## src/rtl/i2c_target_regfile.sv

```systemverilog
// i2c_target_regfile: I2C target (slave) with a byte-wide register file.
// The first written byte after the address sets the register pointer; later written
// bytes go to regs[ptr] and bump the pointer. Reads return regs[ptr], auto-incrementing.
// SDA is open-drain: sda_oen_o=0 pulls the line low. SCL is never driven.
// Optional macro I2C_TGT_GLITCH_FILTER_EN adds a g_filter_len-sample filter on SCL/SDA.
// Ports:
//   clk_sys, rst_n       clock; reset is asynchronous and active-high (rst_n=1 resets)
//   scl_i, sda_i         bus pad inputs
//   sda_oen_o            SDA output enable, active-low
//   wr_stb_o/addr/data   one-cycle strobe per accepted data byte, with index and data
//   host_addr_i          host read index
//   host_data_o          regs[host_addr_i], one cycle latency
//   busy_o               high between START and STOP
module i2c_target_regfile #(
    parameter logic [6:0]  g_address    = 7'h55,
    parameter int unsigned g_num_regs   = 16,
    parameter int unsigned g_filter_len = 3
) (
    input  logic                          clk_sys,
    input  logic                          rst_n,
    input  logic                          scl_i,
    input  logic                          sda_i,
    output logic                          sda_oen_o,
    output logic                          wr_stb_o,
    output logic [$clog2(g_num_regs)-1:0] wr_addr_o,
    output logic [7:0]                    wr_data_o,
    input  logic [$clog2(g_num_regs)-1:0] host_addr_i,
    output logic [7:0]                    host_data_o,
    output logic                          busy_o
);
    localparam int unsigned AW = $clog2(g_num_regs);

    typedef enum logic [3:0] {
        IDLE, ADDR, ADDR_ACK, PTR, PTR_ACK, WDATA, WDATA_ACK, RDATA, RACK, IGNORE
    } state_e;

    // Two-flop synchronizers, reset to the idle bus level
    logic [1:0] scl_sync_q, scl_sync_d, sda_sync_q, sda_sync_d;
    logic       scl_f, sda_f;

    always_comb begin
        scl_sync_d = {scl_sync_q[0], scl_i};
        sda_sync_d = {sda_sync_q[0], sda_i};
    end

`ifdef I2C_TGT_GLITCH_FILTER_EN
    localparam int unsigned FCW = $clog2(g_filter_len + 1);
    logic           scl_flt_q, scl_flt_d, sda_flt_q, sda_flt_d;
    logic [FCW-1:0] scl_cnt_q, scl_cnt_d, sda_cnt_q, sda_cnt_d;

    // A new level is accepted only after g_filter_len consecutive equal samples
    always_comb begin
        scl_flt_d = scl_flt_q;
        scl_cnt_d = '0;
        sda_flt_d = sda_flt_q;
        sda_cnt_d = '0;
        if (scl_sync_q[1] != scl_flt_q) begin
            if (scl_cnt_q == FCW'(g_filter_len - 1)) scl_flt_d = scl_sync_q[1];
            else                                     scl_cnt_d = scl_cnt_q + FCW'(1);
        end
        if (sda_sync_q[1] != sda_flt_q) begin
            if (sda_cnt_q == FCW'(g_filter_len - 1)) sda_flt_d = sda_sync_q[1];
            else                                     sda_cnt_d = sda_cnt_q + FCW'(1);
        end
    end

    always_ff @(posedge clk_sys or posedge rst_n) begin
        if (rst_n) begin
            scl_flt_q <= 1'b1;
            sda_flt_q <= 1'b1;
            scl_cnt_q <= '0;
            sda_cnt_q <= '0;
        end else begin
            scl_flt_q <= scl_flt_d;
            sda_flt_q <= sda_flt_d;
            scl_cnt_q <= scl_cnt_d;
            sda_cnt_q <= sda_cnt_d;
        end
    end

    assign scl_f = scl_flt_q;
    assign sda_f = sda_flt_q;
`else
    logic unused_filter_len_c;
    assign unused_filter_len_c = ^32'(g_filter_len);
    assign scl_f = scl_sync_q[1];
    assign sda_f = sda_sync_q[1];
`endif

    // Bus event decode from previous and current filtered levels
    logic scl_p_q, sda_p_q;
    logic start_c, stop_c, scl_rise_c, scl_fall_c;

    assign start_c    = scl_p_q & scl_f & sda_p_q & ~sda_f;
    assign stop_c     = scl_p_q & scl_f & ~sda_p_q & sda_f;
    assign scl_rise_c = ~scl_p_q & scl_f;
    assign scl_fall_c = scl_p_q & ~scl_f;

    state_e          state_q, state_d;
    logic [3:0]      bit_cnt_q, bit_cnt_d;
    logic [7:0]      shreg_q, shreg_d;
    logic [AW-1:0]   ptr_q, ptr_d;
    logic            rw_q, rw_d;
    logic            sda_oen_q, sda_oen_d;
    logic            busy_q, busy_d;
    logic            wr_stb_q, wr_stb_d;
    logic [AW-1:0]   wr_addr_q, wr_addr_d;
    logic [7:0]      wr_data_q, wr_data_d;
    logic [7:0]      host_data_q, host_data_d;
    logic            reg_we_c;
    logic [7:0]      regs_q [g_num_regs];

    // Protocol FSM: receive bits on SCL rise, change SDA only on SCL fall
    always_comb begin
        state_d     = state_q;
        bit_cnt_d   = bit_cnt_q;
        shreg_d     = shreg_q;
        ptr_d       = ptr_q;
        rw_d        = rw_q;
        sda_oen_d   = sda_oen_q;
        busy_d      = busy_q;
        wr_stb_d    = 1'b0;
        wr_addr_d   = wr_addr_q;
        wr_data_d   = wr_data_q;
        reg_we_c    = 1'b0;
        host_data_d = regs_q[host_addr_i];

        if (stop_c) begin
            state_d   = IDLE;
            bit_cnt_d = 4'd0;
            sda_oen_d = 1'b1;
            busy_d    = 1'b0;
        end else if (start_c) begin
            state_d   = ADDR;
            bit_cnt_d = 4'd0;
            sda_oen_d = 1'b1;
            busy_d    = 1'b1;
        end else begin
            unique case (state_q)
                ADDR, PTR, WDATA: begin
                    if (scl_rise_c && bit_cnt_q < 4'd8) begin
                        shreg_d   = {shreg_q[6:0], sda_f};
                        bit_cnt_d = bit_cnt_q + 4'd1;
                    end else if (scl_fall_c && bit_cnt_q == 4'd8) begin
                        bit_cnt_d = 4'd0;
                        if (state_q == ADDR) begin
                            if (shreg_q[7:1] == g_address) begin
                                rw_d      = shreg_q[0];
                                sda_oen_d = 1'b0;
                                state_d   = ADDR_ACK;
                            end else begin
                                state_d   = IGNORE;
                            end
                        end else if (state_q == PTR) begin
                            ptr_d     = shreg_q[AW-1:0];
                            sda_oen_d = 1'b0;
                            state_d   = PTR_ACK;
                        end else begin
                            reg_we_c  = 1'b1;
                            wr_stb_d  = 1'b1;
                            wr_addr_d = ptr_q;
                            wr_data_d = shreg_q;
                            ptr_d     = ptr_q + AW'(1);
                            sda_oen_d = 1'b0;
                            state_d   = WDATA_ACK;
                        end
                    end
                end
                ADDR_ACK: begin
                    if (scl_fall_c) begin
                        bit_cnt_d = 4'd0;
                        if (rw_q) begin
                            shreg_d   = regs_q[ptr_q];
                            sda_oen_d = regs_q[ptr_q][7];
                            state_d   = RDATA;
                        end else begin
                            sda_oen_d = 1'b1;
                            state_d   = PTR;
                        end
                    end
                end
                PTR_ACK, WDATA_ACK: begin
                    if (scl_fall_c) begin
                        bit_cnt_d = 4'd0;
                        sda_oen_d = 1'b1;
                        state_d   = WDATA;
                    end
                end
                RDATA: begin
                    if (scl_rise_c) begin
                        bit_cnt_d = bit_cnt_q + 4'd1;
                    end else if (scl_fall_c) begin
                        if (bit_cnt_q == 4'd8) begin
                            bit_cnt_d = 4'd0;
                            sda_oen_d = 1'b1;
                            state_d   = RACK;
                        end else begin
                            shreg_d   = {shreg_q[6:0], 1'b0};
                            sda_oen_d = shreg_q[6];
                        end
                    end
                end
                RACK: begin
                    // bit_cnt marks that the master ACK was seen and the next byte is due
                    if (scl_rise_c) begin
                        ptr_d = ptr_q + AW'(1);
                        if (sda_f) state_d   = IGNORE;
                        else       bit_cnt_d = 4'd1;
                    end else if (scl_fall_c && bit_cnt_q == 4'd1) begin
                        bit_cnt_d = 4'd0;
                        shreg_d   = regs_q[ptr_q];
                        sda_oen_d = regs_q[ptr_q][7];
                        state_d   = RDATA;
                    end
                end
                default: ;
            endcase
        end
    end

    always_ff @(posedge clk_sys or posedge rst_n) begin
        if (rst_n) begin
            scl_sync_q  <= 2'b11;
            sda_sync_q  <= 2'b11;
            scl_p_q     <= 1'b1;
            sda_p_q     <= 1'b1;
            state_q     <= IDLE;
            bit_cnt_q   <= 4'd0;
            shreg_q     <= 8'h00;
            ptr_q       <= '0;
            rw_q        <= 1'b0;
            sda_oen_q   <= 1'b1;
            busy_q      <= 1'b0;
            wr_stb_q    <= 1'b0;
            wr_addr_q   <= '0;
            wr_data_q   <= 8'h00;
            host_data_q <= 8'h00;
            for (int i = 0; i < int'(g_num_regs); i++) regs_q[i] <= 8'h00;
        end else begin
            scl_sync_q  <= scl_sync_d;
            sda_sync_q  <= sda_sync_d;
            scl_p_q     <= scl_f;
            sda_p_q     <= sda_f;
            state_q     <= state_d;
            bit_cnt_q   <= bit_cnt_d;
            shreg_q     <= shreg_d;
            ptr_q       <= ptr_d;
            rw_q        <= rw_d;
            sda_oen_q   <= sda_oen_d;
            busy_q      <= busy_d;
            wr_stb_q    <= wr_stb_d;
            wr_addr_q   <= wr_addr_d;
            wr_data_q   <= wr_data_d;
            host_data_q <= host_data_d;
            if (reg_we_c) regs_q[ptr_q] <= shreg_q;
        end
    end

    assign sda_oen_o   = sda_oen_q;
    assign busy_o      = busy_q;
    assign wr_stb_o    = wr_stb_q;
    assign wr_addr_o   = wr_addr_q;
    assign wr_data_o   = wr_data_q;
    assign host_data_o = host_data_q;

endmodule
```

## config.mk

```make
export PLATFORM = sky130hd
export DESIGN_NAME = i2c_target_regfile
export DESIGN_NICKNAME = d
export VERILOG_FILES = /design/src/rtl/i2c_target_regfile.sv
export SDC_FILE = /design/constraint.sdc
export NUM_CORES = 1
export LEC_CHECK = 0
export ABC_AREA = 1
export CORE_UTILIZATION = 50
export DETAILED_ROUTE_END_ITERATION = 10
export GPL_TIMING_DRIVEN = 0
export PLACE_DENSITY = 0.67
export SYNTH_ARGS = -nofsm -noshare
export SYNTH_HDL_FRONTEND = slang
export SYNTH_SLANG_ARGS = --single-unit
export TNS_END_PERCENT = 30
```

## constraint.sdc

```tcl
create_clock -name clk_sys -period 16.7 [get_ports clk_sys]
set_clock_uncertainty 0.1 [all_clocks]
set_input_delay 4.175 -clock clk_sys [delete_from_list [all_inputs] [get_ports clk_sys]]
set_output_delay 4.175 -clock clk_sys [all_outputs]
set_load 0.01 [all_outputs]
```

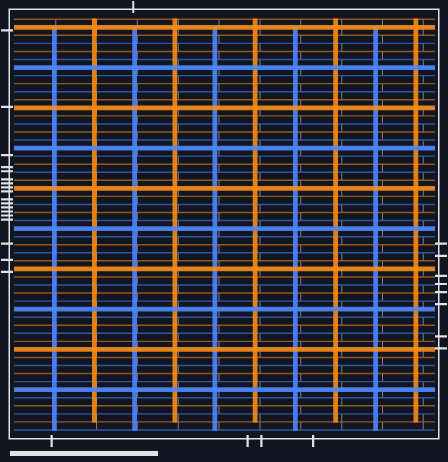
(images/power_grid.png)
Bar = 50 um. Pins as bars on the die edge. Tap cells in gray.
Blue shows VSS. Orange shows VDD.
52 met1 rails follow the rows. 265 tap cells.

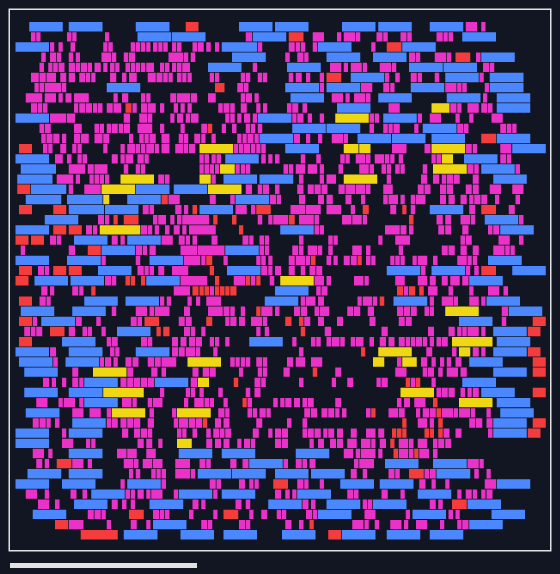
(images/placement_by_type.png)
Bar = 50 um.
Yellow shows clock drivers and dummy loads, cells 32. Magenta shows combinational and other logic, cells 1067. Blue shows flops, cells 178. Red shows other buffers and delay cells, cells 109.

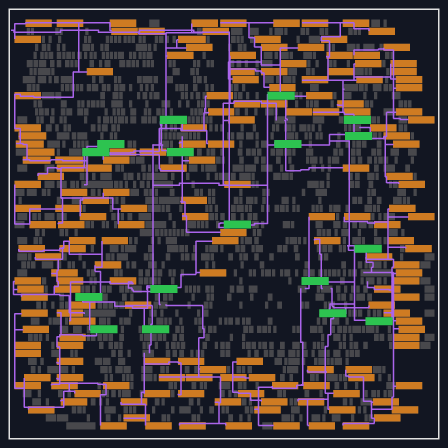
(images/clk_routes.png)
Orange shows flip-flops, count 178. Purple shows clock wires, length 2520 um. Green shows clock drivers, count 17.
There are 18 routed clock nets. Position of the flops: widely spread.

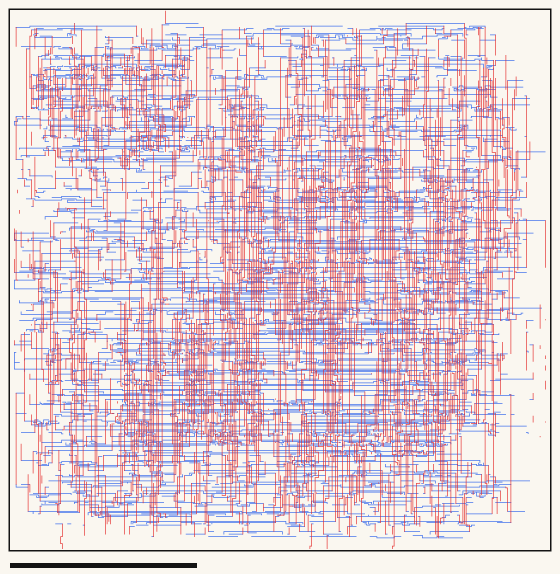
(images/wires.png)
Bar = 50 um. Only two layers are drawn.
Red shows metal 2, wire length 15100 um. Blue shows metal 1, wire length 15200 um.
global routing usage summed across all routing layers: 35.2%
final wirelength: 34.9 mm

==> notes.md <==
- **clock slew at the register clock pins of the worst setup and hold paths** 0.07 ns
- **async set or reset register ratio after synthesis** 100%
- **GRT met3 Usage** 6.29%
- **post-detailed-placement half-perimeter wirelength** 25.0 mm
- **Max stage delay on crit path** 0.59 ns
- **Max Used Layer** met4
- **sequential cell count** 178
- **cell area power density** 147 nW/um^2
- **cell area after synthesis** 10200 um^2
- **largest net degree at the start of global routing** 114
- **type of the worst setup path** in -> reg
- **type of element launching the critical path** input port
- **area post-placement** 10800 um^2
- **destination of the worst register-to-register timing path** regs_q[55]
- **fraction of the mapped netlist area in simple logic gates** 24.4%
- **total leakage power** 5.55 nW
- **number of buffer and inverter stages on the critical path** 3
- **library cell occupying the most area in the post-synthesis netlist** dfrtp_1
- **Clock buffers and inverters, area share** 5.53%
- **most common cell in the netlist** nand2_1
- **number of DRC markers after the initial detailed-route iteration** 1118
- **synthesized netlist cell count** 1326
- **Placed Cells incl. Taps** 1619
- **share of power burned in the clock network** 26.3%
- **number of buffers added on ports** 27
- **share of synthesized area occupied by flip-flops and latches** 43.9%
- **Critical Path End** host_data_o[6]
- **most instantiated cells after synthesis** nand2_1 (396), dfrtp_1 (171), inv_1 (122)
- **drc violations** 0
- **total met2 wirelength after detailed routing** 15.1 mm
- **xor+xnor area frac** 0.259%
- **worst IR drop on VDD** 97.3 uV
- **proportion of total power due to net switching** 45.3%
- **TritonCTS buffer count** 17
- **final-layout fill cell count** 1884
- **final-layout worst hold slack** 0.261 ns
- **Post-CTS Repair Setup Buffers** 0
- **arrival time at the worst endpoint** 6.16 ns
- **worst hold path startpoint** scl_sync_q[0]
- **root buffer cell** clkbuf_16
- **clk sink count** 178
- **Compound-Gate Fraction of Synth Area** 21.2%
- **critical path capture point type** flop
- **post-placement setup slack** 10.44 ns
- **total negative setup slack** 0 ns
- **maximum clock frequency** 168 MHz
- **most common cell after layout, fill and taps aside** nand2_1
- **status** complete, no violations
- **design internal power** 920 uW
- **capture endpoint of the worst hold path** scl_sync_q[1]
- **max reg flops** 128
- **global-route wire length before repair** 52.9 mm
- **number of antenna violations at the first check in global routing** 0
- **Adder-Cell Fraction of Synth Area** 1.23%
- **Hold Fails Final Rpt** 0
- **most frequent CP cell** clkbuf_1
- **ANT nets after route** 0
- **number of vias per cell after detailed routing** 5.81
- **Yosys Instances** 1326
- **Seq pwr share** 30.5%
- **signed area change from the synthesized netlist to the final layout** 12.5%
- **gp weighted congestion** 0.997
- **dominant logic cell types in the final layout** nand2_1 (396), dfrtp_1 (171), inv_1 (121), o21ai_0 (101), o21ai_1 (83)
- **count of library flops with an enable pin** 0
- **number of levels in the clock H-tree** 4
- **Synth logic family** simple AND/OR/NAND/NOR gates
- **max-slew violations** 0
- **logic depth of the worst path, buffers included** 6
- **Rows** 51
- **M1 GR Usage** 48.7%
- **Vias** 9596
- **clk ins delay skew pair** 0.45 ns
- **FF/Latch Area** 4460 um^2
- **core utilization before placement** 51.5%
- **yosys stat chip area** 10200 um^2
- **worst slew slack as a fraction of its limit** 28.0%
- **sequential power** 513 uW
- **P_comb** 725 uW
- **final std cells w/o fill** 1651
- **number of top-level pins** 31
- **TritonCTS clock tree** yes
- **Worst Tran Pin Value** 1.08 ns
- **via count of the first global-routing pass** 8881
- **post-layout period usage** 35.6%
- **die height** 145 um
- **proportion of layout cells with a drive suffix above 1** 10.9%
- **distinct cell type count after synthesis** 34
- **clkbuf count** 18
- **min Tclk post-route** 5.95 ns
- **horizontal die dimension** 145 um
- **count of plain and timing-repair buffers** 109
- **warning count from the yosys run** 0
- **global-route met2 utilization** 52.3%
- **Crit. Startpoint** host_addr_i[0]
- **cts repair resizes** 0
- **largest power group** combinational cells
- **net count after synthesis** 1344
- **number of cells on the worst hold path** 0
- **non-clock buffer share of cell area** 6.55%
- **nets@finish** 1391
- **class of the tightest hold or removal check** reg -> reg
- **sequential portion of the cell area** 39.0%
- **antenna diode count** 0
- **ordered list of cells on the worst path** clkbuf_1 > clkbuf_1 > clkbuf_1 > a21oi_1 > o221ai_1 > nand2_1
Power and IR drop assume default switching activity.
